--- config.mk ---
export PLATFORM = sky130hd
export DESIGN_NAME = cpld_disp_arbiter
export DESIGN_NICKNAME = d
export VERILOG_FILES = /design/src/rtl/cpld_disp_arbiter.sv
export SDC_FILE = /design/constraint.sdc
export NUM_CORES = 1
export LEC_CHECK = 0
export CAP_MARGIN = 15
export CORE_MARGIN = 4
export CORE_UTILIZATION = 40
export DETAILED_ROUTE_END_ITERATION = 8
export GPL_TIMING_DRIVEN = 0
export HOLD_SLACK_MARGIN = 0.02
export PLACE_DENSITY_LB_ADDON = 0.05
export SLEW_MARGIN = 5
export SYNTH_ARGS = -nofsm -noshare
export SYNTH_HDL_FRONTEND = slang
export SYNTH_SLANG_ARGS = --single-unit
export TNS_END_PERCENT = 30
--- constraint.sdc ---
create_clock -name clk -period 3.5 [get_ports clk]
set_input_delay 0.35 -clock clk [delete_from_list [all_inputs] [get_ports clk]]
set_output_delay 0.35 -clock clk [all_outputs]
set_load 0.005 [all_outputs]
--- src/rtl/cpld_disp_arbiter.sv ---
// cpld_disp_arbiter
//   Shares the CPLD LED/7-seg display link between N_REQ requesters. Ownership
//   is granted round-robin and only changes on a serial-frame boundary (rising
//   edge of frame_ld), so a frame never carries mixed data. Also returns a
//   frame-debounced copy of the switch word with a one-clock change pulse.
// Ports
//   clk, rst            : system clock, synchronous active-low reset
//   frame_ld            : link load strobe; its rising edge is the frame tick
//   req / gnt           : per-requester request level / one-hot grant
//   led_in/seg0_in/seg1_in : packed per-requester display data
//   led/seg0/seg1       : registered data for the link (0 while idle)
//   sw_in / sw_out      : raw / debounced switch word
//   sw_chg              : one-clock pulse when sw_out changes
module cpld_disp_arbiter #(
    parameter int N_REQ       = 3,
    parameter int HOLD_FRAMES = 4,
    parameter int DEB_FRAMES  = 3
) (
    input  logic               clk,
    input  logic               rst,
    input  logic               frame_ld,
    input  logic [N_REQ-1:0]   req,
    output logic [N_REQ-1:0]   gnt,
    input  logic [8*N_REQ-1:0] led_in,
    input  logic [4*N_REQ-1:0] seg0_in,
    input  logic [4*N_REQ-1:0] seg1_in,
    output logic [7:0]         led,
    output logic [3:0]         seg0,
    output logic [3:0]         seg1,
    input  logic [7:0]         sw_in,
    output logic [7:0]         sw_out,
    output logic               sw_chg
);
    localparam int IW = $clog2(N_REQ);
    localparam int HW = $clog2(HOLD_FRAMES + 1);
    localparam int DW = $clog2(DEB_FRAMES + 1);
    localparam logic [HW-1:0] HOLD_MAX = HW'(HOLD_FRAMES);
    localparam logic [DW-1:0] DEB_MAX  = DW'(DEB_FRAMES);

    typedef enum logic {IDLE, OWN} state_t;

    state_t          state, state_nx;
    logic [IW-1:0]   owner, owner_nx, rr_ptr, rr_nx, owner_p1;
    logic [HW-1:0]   hold_cnt, hold_nx, hold_inc;
    logic [N_REQ-1:0] own_mask;
    logic [IW:0]     pk;
    logic            ld_prev, tick, others;

    logic [7:0]      sw_smp, smp_nx;
    logic [DW-1:0]   deb_cnt, deb_nx;
    logic            accept;

    // First set request at or after 'start', wrapping. MSB = found flag.
    // Scanning downward lets the closest candidate overwrite the rest.
    function automatic logic [IW:0] pick(input logic [N_REQ-1:0] r,
                                         input logic [IW-1:0] start);
        logic [IW:0] res;
        int j;
        res = '0;
        for (int k = N_REQ - 1; k >= 0; k--) begin
            j = (int'(start) + k) % N_REQ;
            if (r[j]) res = {1'b1, IW'(j)};
        end
        return res;
    endfunction

    assign tick     = frame_ld & ~ld_prev;
    assign own_mask = N_REQ'(1) << owner;
    assign others   = |(req & ~own_mask);
    assign owner_p1 = (owner == IW'(N_REQ - 1)) ? '0 : owner + 1'b1;
    // The current tick is counted before the switch decision, so an owner
    // keeps the display for exactly HOLD_FRAMES frames under contention.
    assign hold_inc = (hold_cnt >= HOLD_MAX) ? hold_cnt : hold_cnt + 1'b1;
    assign gnt      = (state == OWN) ? own_mask : '0;

    always_comb begin
        state_nx = state;
        owner_nx = owner;
        rr_nx    = rr_ptr;
        hold_nx  = hold_cnt;
        pk       = '0;
        if (tick) begin
            unique case (state)
                IDLE: begin
                    if (|req) begin
                        pk       = pick(req, rr_ptr);
                        state_nx = OWN;
                        owner_nx = pk[IW-1:0];
                        hold_nx  = '0;
                    end
                end
                OWN: begin
                    hold_nx = hold_inc;
                    if (!req[owner] || (hold_inc >= HOLD_MAX && others)) begin
                        // Old owner is masked out; it is last in scan order
                        // anyway, and on a drop its request is already low.
                        rr_nx   = owner_p1;
                        pk      = pick(req & ~own_mask, owner_p1);
                        hold_nx = '0;
                        if (pk[IW]) owner_nx = pk[IW-1:0];
                        else        state_nx = IDLE;
                    end
                end
                default: state_nx = IDLE;
            endcase
        end
    end

    always_comb begin
        smp_nx = sw_smp;
        deb_nx = deb_cnt;
        if (tick) begin
            if (sw_in == sw_smp) begin
                deb_nx = (deb_cnt >= DEB_MAX) ? deb_cnt : deb_cnt + 1'b1;
            end else begin
                deb_nx = DW'(1);
                smp_nx = sw_in;
            end
        end
    end

    // Only a fresh value is accepted, so a held value never re-pulses.
    assign accept = tick && (deb_nx >= DEB_MAX) && (smp_nx != sw_out);

    always_ff @(posedge clk) begin
        if (!rst) begin
            state    <= IDLE;
            owner    <= '0;
            rr_ptr   <= '0;
            hold_cnt <= '0;
            ld_prev  <= 1'b1;
            led      <= '0;
            seg0     <= '0;
            seg1     <= '0;
            sw_smp   <= '0;
            deb_cnt  <= '0;
            sw_out   <= '0;
            sw_chg   <= 1'b0;
        end else begin
            state    <= state_nx;
            owner    <= owner_nx;
            rr_ptr   <= rr_nx;
            hold_cnt <= hold_nx;
            ld_prev  <= frame_ld;
            // Live pass-through of the current owner's data, one clk behind gnt.
            if (state == OWN) begin
                led  <= led_in[8*owner +: 8];
                seg0 <= seg0_in[4*owner +: 4];
                seg1 <= seg1_in[4*owner +: 4];
            end else begin
                led  <= '0;
                seg0 <= '0;
                seg1 <= '0;
            end
            sw_smp  <= smp_nx;
            deb_cnt <= deb_nx;
            sw_chg  <= accept;
            if (accept) sw_out <= smp_nx;
        end
    end
endmodule
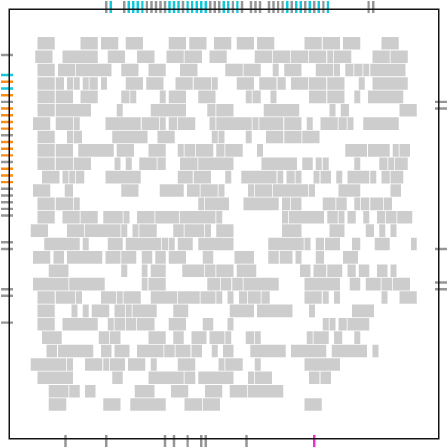
(run_1/pinout.png)
Pins as bars across the die edge, other pins in grey.
legend:
  magenta:
    port: frame_ld
    pins: 1
    direction: input
    edge: bottom
  cyan:
    port: led_in
    pins: 24
    direction: input
    edge: 22 top, 2 left
  orange:
    port: seg1_in
    pins: 12
    direction: input
    edge: left
all pins by edge: 48 top, 28 left, 9 bottom, 5 right

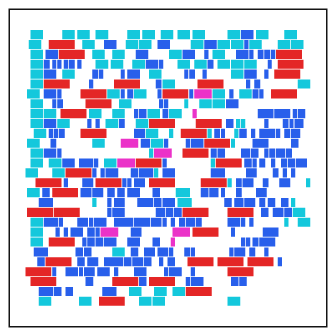
(run_1/class_map.png)
legend:
  blue:
    class: remaining logic cells
    cells: 237
    share_of_their_area: 44%
  magenta:
    class: clock drivers and dummy loads
    cells: 8
    share_of_their_area: 2.6%
  cyan:
    class: remaining buffers and delay cells
    cells: 105
    share_of_their_area: 28%
  red:
    class: registers
    cells: 44
    share_of_their_area: 25%

==> results.json, run 1 <==
{
  "routed_wl_um": 6330,
  "cts_buffer_depth": 2,
  "synthArstFlopShare_pct": 0,
  "path_common_cell": "buf_6",
  "top_cells_by_area": "dfxtp_1 (35%), mux2i_1 (12%), nor2_1 (7.4%)",
  "status": "completed",
  "setup_tns_ns": 0,
  "hold_ws_ns": 0.484,
  "top_area_share_pct": 35.3,
  "r2r_cells": 9,
  "drive_gt1_share_pct": 5.33,
  "grt.overflow.total": 0,
  "setup_viol": 0,
  "netlist_area_mm2": 0.00250,
  "cp_slowest_stage_delay_ns": 0.52,
  "tightest_slew_ns": 0.733,
  "edf_count": 0,
  "drc": 0,
  "period_minus_slack_ns": 2.94,
  "period_used_pct": 84.0,
  "ir_drop_v": 0.000183,
  "cts_made_buffers": 5,
  "path_clk_slew_ns": 0.08,
  "cp-end-kind": "flop",
  "dieArea_mm2": 0.00757,
  "port_buffers": 88,
  "timing.rr.start": "sw_smp[5]",
  "crit_arrival_ns": 3.13,
  "syn-num-nets": 366,
  "startpoint_type": "input port",
  "p_leak_nw": 1.43,
  "cts_tree": "built",
  "path_depth": 10,
  "slowest_stage": "a21oi_2",
  "die_w_um": 87.0,
  "synth_flops": 44,
  "n_antenna_cell": 0,
  "crit_end": "sw_out[0]",
  "rsz0062_at_grt": "false",
  "postSynthAreaPerCell_um2": 8.38,
  "crit_family": "buffers and inverters",
  "grt_max_degree": 13,
  "root_buffer": "clkbuf_8",
  "warning_count": 31,
  "num_rows": 28,
  "synth.distinct_cells": 43,
  "power.density_mw_per_mm2": 292,
  "dpl-instance-area_mm2": 0.00347,
  "max_freq_mhz": 340
}
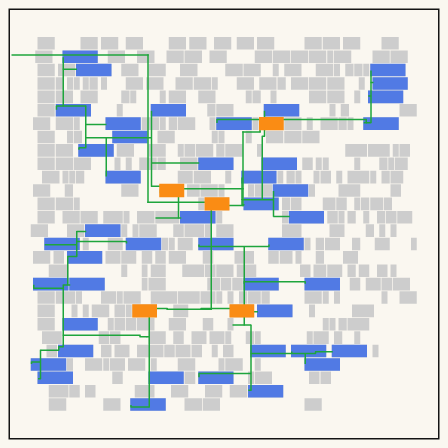
(run_1/clock_wires.png)
legend:
  blue:
    item: flip-flops
    count: 44
  green:
    item: clock wires
    length: 540 um
  orange:
    item: clock-net drivers
    count: 5
routed clock nets: 6
Final Skew: 0.00425 ns
Clock power frac: 31.2%
clk latency late pin: 0.29 ns
Clock Power: 0.000324 W

## run 1: through the flow
step / power, W / instances
after floorplan: 0.000626 / 298
after global placement: 0.000725 / 461
after detailed placement: 0.000728 / 461
after CTS: 0.00105 / 469
after global routing: 0.00109 / 469
final: 0.00104 / 469
## run 1: worst min path at each step
stage                     from    endpoint  slack, ns  cells after the start
finish              deb_cnt[0]  deb_cnt[0]       0.48                      1
global route        deb_cnt[0]  deb_cnt[0]       0.53                      1
CTS                 deb_cnt[0]  deb_cnt[0]       0.49                      1
detailed placement  deb_cnt[0]  deb_cnt[0]       0.47                      1
global placement    deb_cnt[0]  deb_cnt[0]       0.45                      1
floorplan           deb_cnt[0]  deb_cnt[0]       0.43                      1
## run 1: sequential cells by signal, summed over array words and instances (netlist names)
signal and flops:
ld_prev 1, rr_ptr 2, seg1 4, led 8, seg0 4, deb_cnt 2
sw_chg 1, sw_smp 8, sw_out 8, owner 2, state 1, hold_cnt 3
## run 1: cell type report
class | count | area, um2
timing repair buffer | 88 | 881
multi-input combinational | 223 | 1490
fill | 548 | 2430
buffer | 17 | 78.8
clock buffer | 8 | 90.1
inverter | 14 | 52.6
sequential | 44 | 881
tap | 75 | 93.8
## run 1: per-layer routing
metal	vias to the layer above	routed length (um)	part of all wire, %	track usage, %
li1	1210	-	-	-
met1	1084	2800	44	22.0
met2	50	3170	50	28.6
met3	7	293	4.6	3.88
met4	0	65	1.0	4.67
met5	-	0	0	0
## run 1: report_power, final
group / internal, W / leakage, nW / total, W / switching (W)
sequential: 0.000511 / 0.356 / 0.000518 / 0.00000682
clock: 0.000161 / 0.0455 / 0.000324 / 0.000163
combinational: 0.000114 / 1.03 / 0.000197 / 0.0000830
## run 1: logic make-up (layout without fill, tap and decap cells)
family / count (synthesis) / after routing / synth area share, %
multiplexers: 38 / 38 / 15.6
AND-OR/OR-AND: 61 / 61 / 16.0
adder cells (fa/ha/maj): 6 / 6 / 3.01
buffers and inverters: 31 / 127 / 5.26
flip-flops: 44 / 44 / 35.3
AND/OR/NAND/NOR: 107 / 107 / 21.0
XOR/XNOR: 11 / 11 / 3.86
## run 1: cells in the final DEF (no fill, tap or decap), types with 2 or more instances in the layout
| master | n |
|---|---|
| and3_1 | 2 |
| buf_1 | 3 |
| inv_1 | 14 |
| clkdlybuf4s50_1 | 88 |
| mux2_2 | 7 |
| mux2i_1 | 31 |
| nor4_2 | 2 |
| nor3b_1 | 3 |
| nor2b_1 | 8 |
| ha_1 | 6 |
| nor2_1 | 49 |
| nand2b_1 | 14 |
| clkbuf_8 | 6 |
| clkbuf_1 | 14 |
| and2_1 | 6 |
| dfxtp_1 | 44 |
| buf_6 | 2 |
| xor2_1 | 10 |
| a211oi_1 | 2 |
| o22ai_1 | 6 |
| o211ai_1 | 2 |
| nor4_1 | 2 |
| o21ai_0 | 8 |
| nand2_1 | 17 |
| o2111ai_1 | 2 |
| a21oi_1 | 26 |
| a2111oi_2 | 2 |
==> run_1/congestion_map.png <==
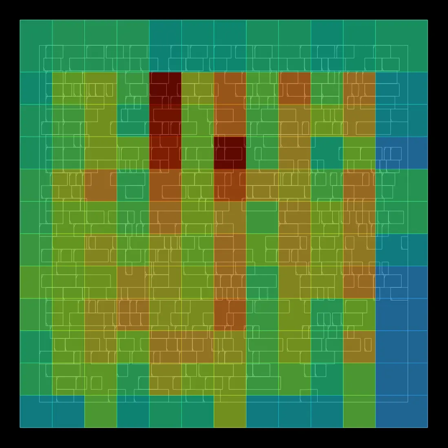

==> run 2, diff against run 1 <==
clock period = 2.9 ns   (was 3.5 ns; I/O delays follow)
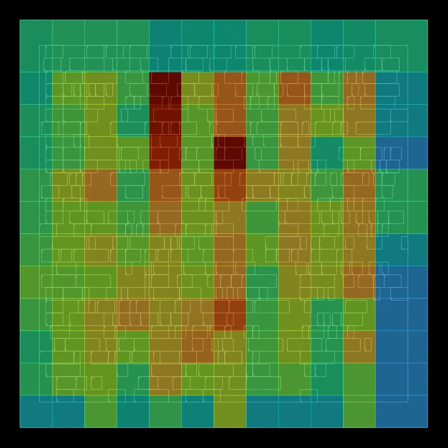
(run_2/congestion_map.png)
WL per Instance: 13.6 um
met3 usage: 3.88%
most crowded layer after global routing: met2
utilization after layout: 59.9%

==> run 2 against run 1 <==
Against the previous run: routed wire length up 0.82%; clock power up 21%; sequential share of layout area down 0.16 points; cell count unchanged; clock skew about the same; hold slack worse by 0.020 ns; total power up 21%; critical endpoint unchanged.
==> results.json, run 2 <==
{
  "status": "completed",
  "cts_tree": "built",
  "power.density_mw_per_mm2": 351,
  "p_leak_nw": 1.44,
  "port_buffers": 88,
  "cp-end-kind": "flop",
  "grt.overflow.total": 0,
  "num_rows": 28,
  "final_common_cell": "clkdlybuf4s50_1",
  "power_frac_clock_pct": 31.2,
  "top_area_share_pct": 35.3,
  "setup_viol": 0,
  "wl_met1_um": 2820,
  "comb_power_share_pct": 19.3,
  "final_cell_mix": "clkdlybuf4s50_1 (88), nor2_1 (49), dfxtp_1 (44)",
  "max_freq_mhz": 363,
  "drc": 0,
  "clk_latency_ns": 0.29,
  "routed_wl_um": 6380,
  "root_buffer": "clkbuf_8",
  "startpoint_type": "input port",
  "warning_count": 31,
  "path_common_cell": "buf_6",
  "dpl-instance-area_mm2": 0.00347,
  "reg.largest.list": "led (8), sw_out (8), sw_smp (8)",
  "slowest_stage": "clkdlybuf4s50_1",
  "report.power.total_w": 0.00126,
  "dr_wl_met3_um": 305,
  "cts_buffer_depth": 2,
  "grt_max_degree": 13,
  "synth.distinct_cells": 43,
  "sw_frac_of_total_pct": 24.6,
  "period_minus_slack_ns": 2.76,
  "dieArea_mm2": 0.00757,
  "ir_drop_v": 0.000213,
  "p_int_w": 0.000951,
  "setup_tns_ns": 0,
  "die_w_um": 87.0,
  "tightest_slew_ns": 0.733,
  "pwr-share-seq_pct": 49.6,
  "crit_family": "buffers and inverters"
}
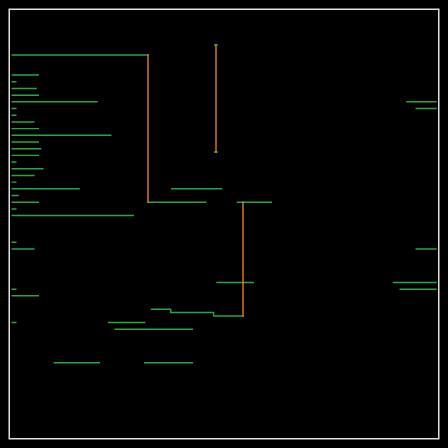
(run_2/layers.png)
Only two layers are drawn.
legend:
  green:
    layer: M3
    wire_length: 306 um
  orange:
    layer: M4
    wire_length: 74.8 um

run 2: cell counts after synthesis:
No cell type changed its count.
run 2: cells by family (layout without fill, tap and decap cells):
logic type	Yosys count	count (layout)	synth area share, %
DFF	44	44	35.3
AOI/OAI and AO/OA	61	61	16.0
xor gates and xnor gates	11	11	3.86
muxes	38	38	15.6
buffers and inverters	31	127	5.26
and+or+nand+nor	107	107	21.0
adders and majority gates	6	6	3.01
run 2: worst reg2reg max path, delay by kind of cell (launching register included):
| kind | cells | cell delay (ns) |
|---|---|---|
| simple gates | 1 | 0.37 |
| xor+xnor | 1 | 0.17 |
| flops | 1 | 0.35 |
| buf+inv | 2 | 0.32 |
| compound gates | 3 | 0.59 |
| mux | 2 | 0.70 |
run 2: power by group through the flow:
stage | clock network [W] | registers [W] | logic (W)
6_report | 0.000393 | 0.000625 | 0.000243
5_1_grt | 0.000428 | 0.000627 | 0.000268
4_1_cts | 0.000406 | 0.000625 | 0.000240
3_5_place_dp | 0 | 0.000639 | 0.000239
3_3_place_gp | 0 | 0.000638 | 0.000237
2_1_floorplan | 0 | 0.000638 | 0.000117
run 2: metrics by stage:
stage | util (%) | std cells | setup slack, ns
2_1_floorplan | - | 298 | 0.591
3_3_place_gp | 58.0 | 461 | -0.257
3_5_place_dp | 58.0 | 461 | -0.290
4_1_cts | 59.5 | 469 | 0.0250
5_1_grt | 59.9 | 469 | 0.0207
6_report | 59.9 | 469 | 0.144
run 2: per-layer routing:
metal	global-route usage, %	vias up
li1	-	1211
met1	22.0	1076
met2	28.6	52
met3	3.88	6
met4	4.67	0
met5	0	-
run 2: worst paths after layout:
check                                  end  cells past startpoint  startpoint  slack, ns
worst max-delay path             sw_out[0]                     10    sw_in[5]       0.14
worst min-delay path              owner[0]                      3      req[1]       0.46
worst max register to register   sw_out[0]                      9   sw_smp[5]       0.30
worst min register to register  deb_cnt[0]                      1  deb_cnt[0]       0.48
run 2: cell type report:
type,count,area [um2],share of cell area (%)
plain buffers,17,82.6,2.30
clock buffers,8,90.1,2.51
inverters,14,52.6,1.47
multi-input cells,223,1510,42.0
flip-flops and latches,44,881,24.6
well taps,75,93.8,2.62
repair buffers,88,881,24.6
Power and IR drop assume default switching activity.
